<file path="src/rtl/memory_stage.sv">
// Memory stage: executes loads and stores on a req/ack bus, stalls while an
// access is in flight, issues the PC redirect and registers writeback results.
//
// Ports:
//   clk, async_rst        rising-edge clock, asynchronous active-high reset
//   clk_en, invalidate    pipeline advance enable, writeback squash (sync)
//   ctr_in                [0]mem_read [1]mem_write [2]reg_write [4:3]wb_sel
//   inst_in, alu_in       instruction (fn3, rd) and address / ALU result
//   inc_pc_in, rs2_in     PC+1 (word units) and store data
//   branch_in             taken branch / jump
//   bus_*                 req/ack data bus (request side registered)
//   mem_stall, redirect*  upstream hold and PC redirect
//   mem_*                 hazard / forwarding information for this stage
//   misaligned, bus_error one-cycle fault pulses
//   wb_valid/rd/data      writeback register
module memory_stage #(
    parameter int TIMEOUT_CYCLES = 64
) (
    input  logic        clk,
    input  logic        async_rst,
    input  logic        clk_en,
    input  logic        invalidate,
    input  logic [4:0]  ctr_in,
    input  logic [31:0] inst_in,
    input  logic [31:0] alu_in,
    input  logic [29:0] inc_pc_in,
    input  logic [31:0] rs2_in,
    input  logic        branch_in,
    output logic        bus_req,
    output logic        bus_we,
    output logic [29:0] bus_addr,
    output logic [3:0]  bus_be,
    output logic [31:0] bus_wdata,
    input  logic        bus_ack,
    input  logic [31:0] bus_rdata,
    output logic        mem_stall,
    output logic        redirect,
    output logic [29:0] redirect_pc,
    output logic [4:0]  mem_rd_address,
    output logic        mem_writes_rd,
    output logic        mem_is_load,
    output logic [31:0] mem_fwd_data,
    output logic        misaligned,
    output logic        bus_error,
    output logic        wb_valid,
    output logic [4:0]  wb_rd,
    output logic [31:0] wb_data
);

    typedef enum logic {IDLE, BUSY} state_t;

    localparam int CW = $clog2(TIMEOUT_CYCLES);
    localparam logic [CW-1:0] CNT_LAST = CW'(TIMEOUT_CYCLES - 1);

    state_t        state_q, state_d;
    logic [CW-1:0] cnt_q, cnt_d;
    // done_q: access finished while clk_en was low; result parked in ld_q/err_q
    logic          done_q, done_d;
    logic [31:0]   ld_q, ld_d;
    logic          err_q, err_d;

    logic          bus_req_q, bus_we_q;
    logic [29:0]   bus_addr_q;
    logic [3:0]    bus_be_q;
    logic [31:0]   bus_wdata_q;
    logic          misaligned_q, bus_error_q;
    logic          wb_valid_q;
    logic [4:0]    wb_rd_q;
    logic [31:0]   wb_data_q;

    logic [2:0]    fn3;
    logic [4:0]    rd;
    logic          mem_op, misal, writes_rd;
    logic [3:0]    be_d;
    logic [31:0]   wdata_d;
    logic [31:0]   shifted, ld_ext;
    logic          sx;
    logic          issue, finish, tmo;
    logic          mis_now, wb_load;
    logic [31:0]   wb_ld;
    logic          wb_err;
    logic          wb_valid_d;
    logic [31:0]   wb_data_d;

    assign fn3       = inst_in[14:12];
    assign rd        = inst_in[11:7];
    assign mem_op    = ctr_in[0] | ctr_in[1];
    assign writes_rd = ctr_in[2] && (rd != 5'd0);

    // Width decode, alignment check and store lane formatting
    always_comb begin
        misal   = 1'b0;
        be_d    = 4'b1111;
        wdata_d = rs2_in;
        unique case (fn3[1:0])
            2'd0: begin
                be_d    = 4'b0001 << alu_in[1:0];
                wdata_d = {4{rs2_in[7:0]}};
            end
            2'd1: begin
                misal   = alu_in[0];
                be_d    = 4'b0011 << alu_in[1:0];
                wdata_d = {2{rs2_in[15:0]}};
            end
            2'd2: begin
                misal   = (alu_in[1:0] != 2'd0);
            end
            default: begin
                misal   = 1'b1;
            end
        endcase
    end

    // Load lane select and extension
    always_comb begin
        shifted = bus_rdata >> {alu_in[1:0], 3'b000};
        sx      = !fn3[2];
        unique case (fn3[1:0])
            2'd0:    ld_ext = {{24{sx & shifted[7]}}, shifted[7:0]};
            2'd1:    ld_ext = {{16{sx & shifted[15]}}, shifted[15:0]};
            default: ld_ext = bus_rdata;
        endcase
    end

    always_comb begin
        state_d   = state_q;
        cnt_d     = cnt_q;
        done_d    = done_q;
        ld_d      = ld_q;
        err_d     = err_q;
        mem_stall = 1'b0;
        issue     = 1'b0;
        finish    = 1'b0;
        tmo       = 1'b0;
        unique case (state_q)
            IDLE: begin
                if (done_q) begin
                    if (clk_en) done_d = 1'b0;
                end else if (clk_en && mem_op && !misal) begin
                    mem_stall = 1'b1;
                    issue     = 1'b1;
                    state_d   = BUSY;
                    cnt_d     = '0;
                end
            end
            BUSY: begin
                if (bus_ack) begin
                    finish = 1'b1;
                end else if (cnt_q == CNT_LAST) begin
                    tmo    = 1'b1;
                    finish = 1'b1;
                end else begin
                    cnt_d  = cnt_q + CW'(1);
                end
                mem_stall = !bus_ack && !tmo;
                if (finish) begin
                    state_d = IDLE;
                    ld_d    = ld_ext;
                    err_d   = tmo;
                    if (!clk_en) done_d = 1'b1;
                end
            end
            default: state_d = IDLE;
        endcase
    end

    // Writeback source: parked result, finishing access, or plain ALU op
    assign mis_now = (state_q == IDLE) && !done_q && mem_op && misal;
    assign wb_load = clk_en && !mem_stall;
    assign wb_ld   = done_q ? ld_q : ld_ext;
    assign wb_err  = done_q ? err_q : tmo;

    always_comb begin
        wb_valid_d = writes_rd && !wb_err && !mis_now;
        unique case (ctr_in[4:3])
            2'd1:    wb_data_d = wb_ld;
            2'd2:    wb_data_d = {inc_pc_in, 2'b00};
            default: wb_data_d = alu_in;
        endcase
    end

    always_ff @(posedge clk or posedge async_rst) begin
        if (async_rst) begin
            state_q      <= IDLE;
            cnt_q        <= '0;
            done_q       <= 1'b0;
            ld_q         <= '0;
            err_q        <= 1'b0;
            bus_req_q    <= 1'b0;
            bus_we_q     <= 1'b0;
            bus_addr_q   <= '0;
            bus_be_q     <= '0;
            bus_wdata_q  <= '0;
            misaligned_q <= 1'b0;
            bus_error_q  <= 1'b0;
            wb_valid_q   <= 1'b0;
            wb_rd_q      <= '0;
            wb_data_q    <= '0;
        end else begin
            state_q      <= state_d;
            cnt_q        <= cnt_d;
            done_q       <= done_d;
            ld_q         <= ld_d;
            err_q        <= err_d;
            misaligned_q <= clk_en && mis_now;
            bus_error_q  <= tmo;
            if (issue) begin
                bus_req_q   <= 1'b1;
                bus_we_q    <= ctr_in[1];
                bus_addr_q  <= alu_in[31:2];
                bus_be_q    <= be_d;
                bus_wdata_q <= wdata_d;
            end else if (finish) begin
                bus_req_q   <= 1'b0;
            end
            if (invalidate) begin
                wb_valid_q <= 1'b0;
            end else if (wb_load) begin
                wb_valid_q <= wb_valid_d;
            end
            if (wb_load) begin
                wb_rd_q   <= rd;
                wb_data_q <= wb_data_d;
            end
        end
    end

    assign bus_req        = bus_req_q;
    assign bus_we         = bus_we_q;
    assign bus_addr       = bus_addr_q;
    assign bus_be         = bus_be_q;
    assign bus_wdata      = bus_wdata_q;
    assign misaligned     = misaligned_q;
    assign bus_error      = bus_error_q;
    assign wb_valid       = wb_valid_q;
    assign wb_rd          = wb_rd_q;
    assign wb_data        = wb_data_q;

    assign redirect       = branch_in && !mem_stall && clk_en;
    assign redirect_pc    = alu_in[31:2];
    assign mem_rd_address = rd;
    assign mem_writes_rd  = writes_rd;
    assign mem_is_load    = ctr_in[0];
    assign mem_fwd_data   = (ctr_in[4:3] == 2'd2) ? {inc_pc_in, 2'b00} : alu_in;

endmodule

</file>
<file path="config.mk">
export PLATFORM = sky130hd
export DESIGN_NAME = memory_stage
export DESIGN_NICKNAME = d
export VERILOG_FILES = /design/src/rtl/memory_stage.sv
export SDC_FILE = /design/constraint.sdc
export NUM_CORES = 1
export LEC_CHECK = 0
export ABC_AREA = 1
export CORE_MARGIN = 2
export CORE_UTILIZATION = 40
export DETAILED_ROUTE_END_ITERATION = 8
export GPL_ROUTABILITY_DRIVEN = 0
export PLACE_DENSITY = 0.78
export SLEW_MARGIN = 20
export SYNTH_ARGS = -nofsm -noshare
export SYNTH_HDL_FRONTEND = slang
export SYNTH_SLANG_ARGS = --single-unit
</file>
<file path="constraint.sdc">
create_clock -name clk -period 4.76 [get_ports clk]
set_input_delay 0.952 -clock clk [delete_from_list [all_inputs] [get_ports clk]]
set_output_delay 0.952 -clock clk [all_outputs]
set_load 0.005 [all_outputs]
</file>
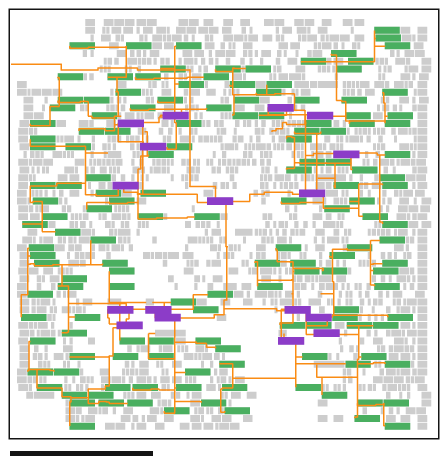
*Routed clock nets over the placement*
The bar under the picture is 50 um long.
- purple: cells driving clock nets (count 17)
- green: flip-flops (count 149)
- orange: clock wires (length 2090 um)
- routed clock nets: 18
clock latency on the worst-skew pair: 420 ps
Clock Power Share: 0.294
power dissipated in the clock network: 0.00141 W

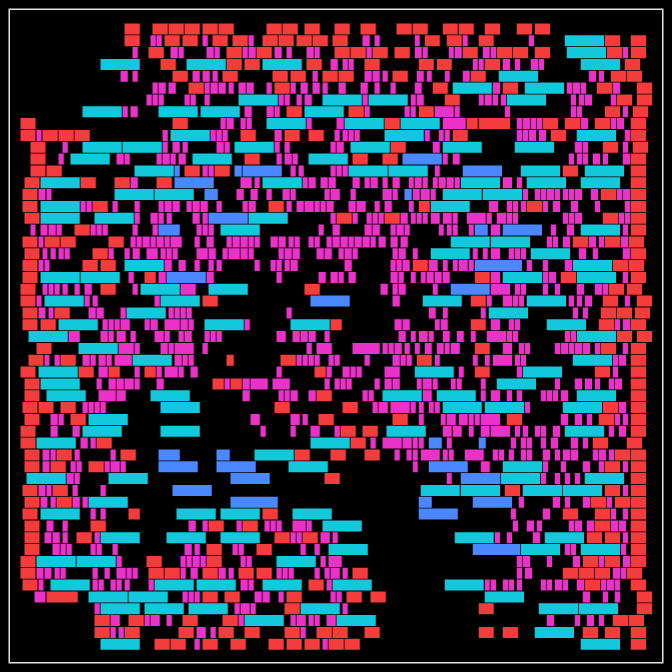
*Placement by cell class*
- red: other buffers and delay cells (cells 335; share of their area 28%)
- cyan: flops (cells 149; share of their area 32%)
- blue: clock drivers and dummy loads (cells 31; share of their area 5.1%)
- magenta: all other logic (cells 920; share of their area 35%)
fraction of area in registers: 0.307
cell area after layout: 12200 um2
Row Count: 53
Std-Cell Core Area: 21000 um2

==> results_slide.txt <==
Synthesis and Place & Route Summary

CTS
  – Maximum root-to-sink buffer count: 2
  – Clock buffer count from CTS: 17
  – Clk sinks: 149

Global route
  – Met2 routing resource usage after global routing: 0.406
  – Grt met1 use: 0.305

Cells and area
  – Final Non-Filler Cells: 1712
  – Share of post-route cells with drive strength above 1: 0.0530

Logic synthesis
  – Most common library cells after synthesis: nand2_1 (414), dfrtp_1 (149), a21oi_1 (95)
  – Post-synthesis share of cell area spent on and-or and or-and gates: 0.163
  – Flip-flop cell with the highest count after synthesis: dfrtp_1
  – Asr flop ratio synth: 1.00
  – Area fraction in xor and xnor cells: 0
  – Gate count of the mapped netlist: 1183
  – Post-synth seq share: 0.438
  – Chip Area, Yosys: 8510 um2
  – Synth Area per Inst: 7.20 um2
  – Number of nets produced by synthesis: 1355

Route
  – Antenna-violating nets left: 0
  – Uppermost layer routed: met5
  – Final routed DRC violation total: 0

Power and ir drop
  – Share of total power in sequential cells: 0.382
  – Power consumption: 0.00478 W
  – Combinational cell fraction of total power: 0.324
  – Switching portion of total power: 0.300
  – Top power group: sequential cells
  – P per Cell Area: 393 nW/um2

STA
  – Slew at the pin with the worst max-slew slack: 1110 ps
  – Setup violators final: 0
  – Hold Slack: 481 ps
  – Maximum frequency from static timing analysis: 0.243 GHz

Worst hold path
  – Endpoint of the worst hold path: wb_data[27]
  – Worst hold-check path type: flip-flop to flip-flop

Run status
  – Outcome: finished, final reports clean

Critical path
  – Startpoint types: primary input
  – Number of buffer and inverter stages on the critical path: 4
  – Largest stage delay on the critical path: 530 ps
  – Crit path top cell by count: clkdlybuf4s50_1
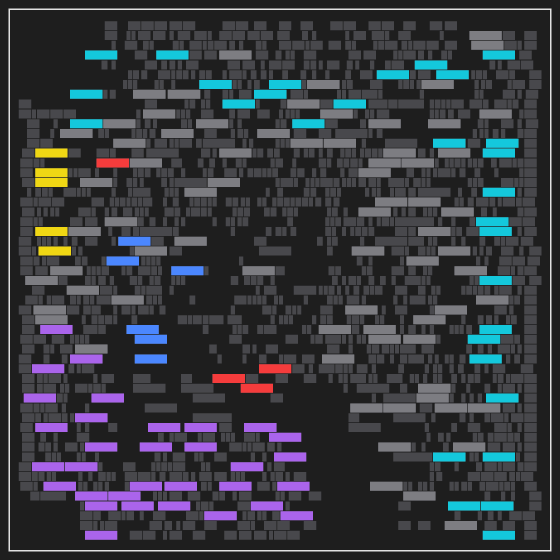
*Register map, names as in the netlist*
Other sequential cells in the stronger gray, the rest of the logic in the fainter gray.
- yellow: wb_rd (sequential cells 5)
- blue: cnt_q (sequential cells 6; where west)
- purple: bus_wdata (sequential cells 32)
- red: bus_be (sequential cells 4)
- cyan: bus_addr (sequential cells 30; where all over the die)
- not colored: 72
Final Util: 0.580
power in sequential cells: 0.00182 W
area used by sequential logic in the layout: 3730 um2

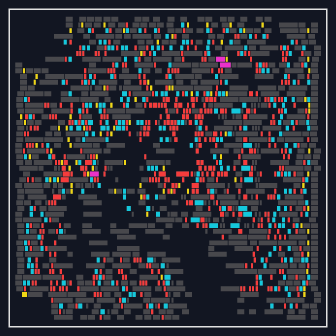
*Logic cells by family*
- yellow: inverters (cells 85; where all over the die)
- magenta: adder and majority cells (cells 3)
- red: NAND gates (cells 484; where all over the die)
- cyan: inverting AOI/OAI gates (cells 251; where all over the die)
Commonest Layout Cell: nand2_1
combinational share of cell area: 0.313

## final cells by class
cell class,count,area (um2)
well taps,275,344
clock inverters,11,149
repair buffers,335,3340
fillers,1972,8800
clock buffers,20,457
flip-flops and latches,149,3730
multi-input cells,835,3810
diodes,2,5.00
inverters,85,323
## per-stage QoR
stage / setup WS (ps) / area [um2] / utilization
global route: 529 / 12200 / 0.580
detailed placement: 689 / 11500 / 0.551
global placement: 675 / 11500 / 0.551
floorplan: 1860 / 8520 / -
finish: 646 / 12200 / 0.580
CTS: 681 / 12200 / 0.580
## sequential cells by signal (all words and copies together) (netlist names)
signal and cells:
err_q 1, wb_rd 5, bus_addr 30, bus_wdata 32, bus_be 4, done_q 1, bus_error 1, misaligned 1
cnt_q 6, wb_valid 1, ld_q 32, state_q 1, bus_req 1, bus_we 1, wb_data 32
No activity file was given, so power comes from the tool's default toggle rates.
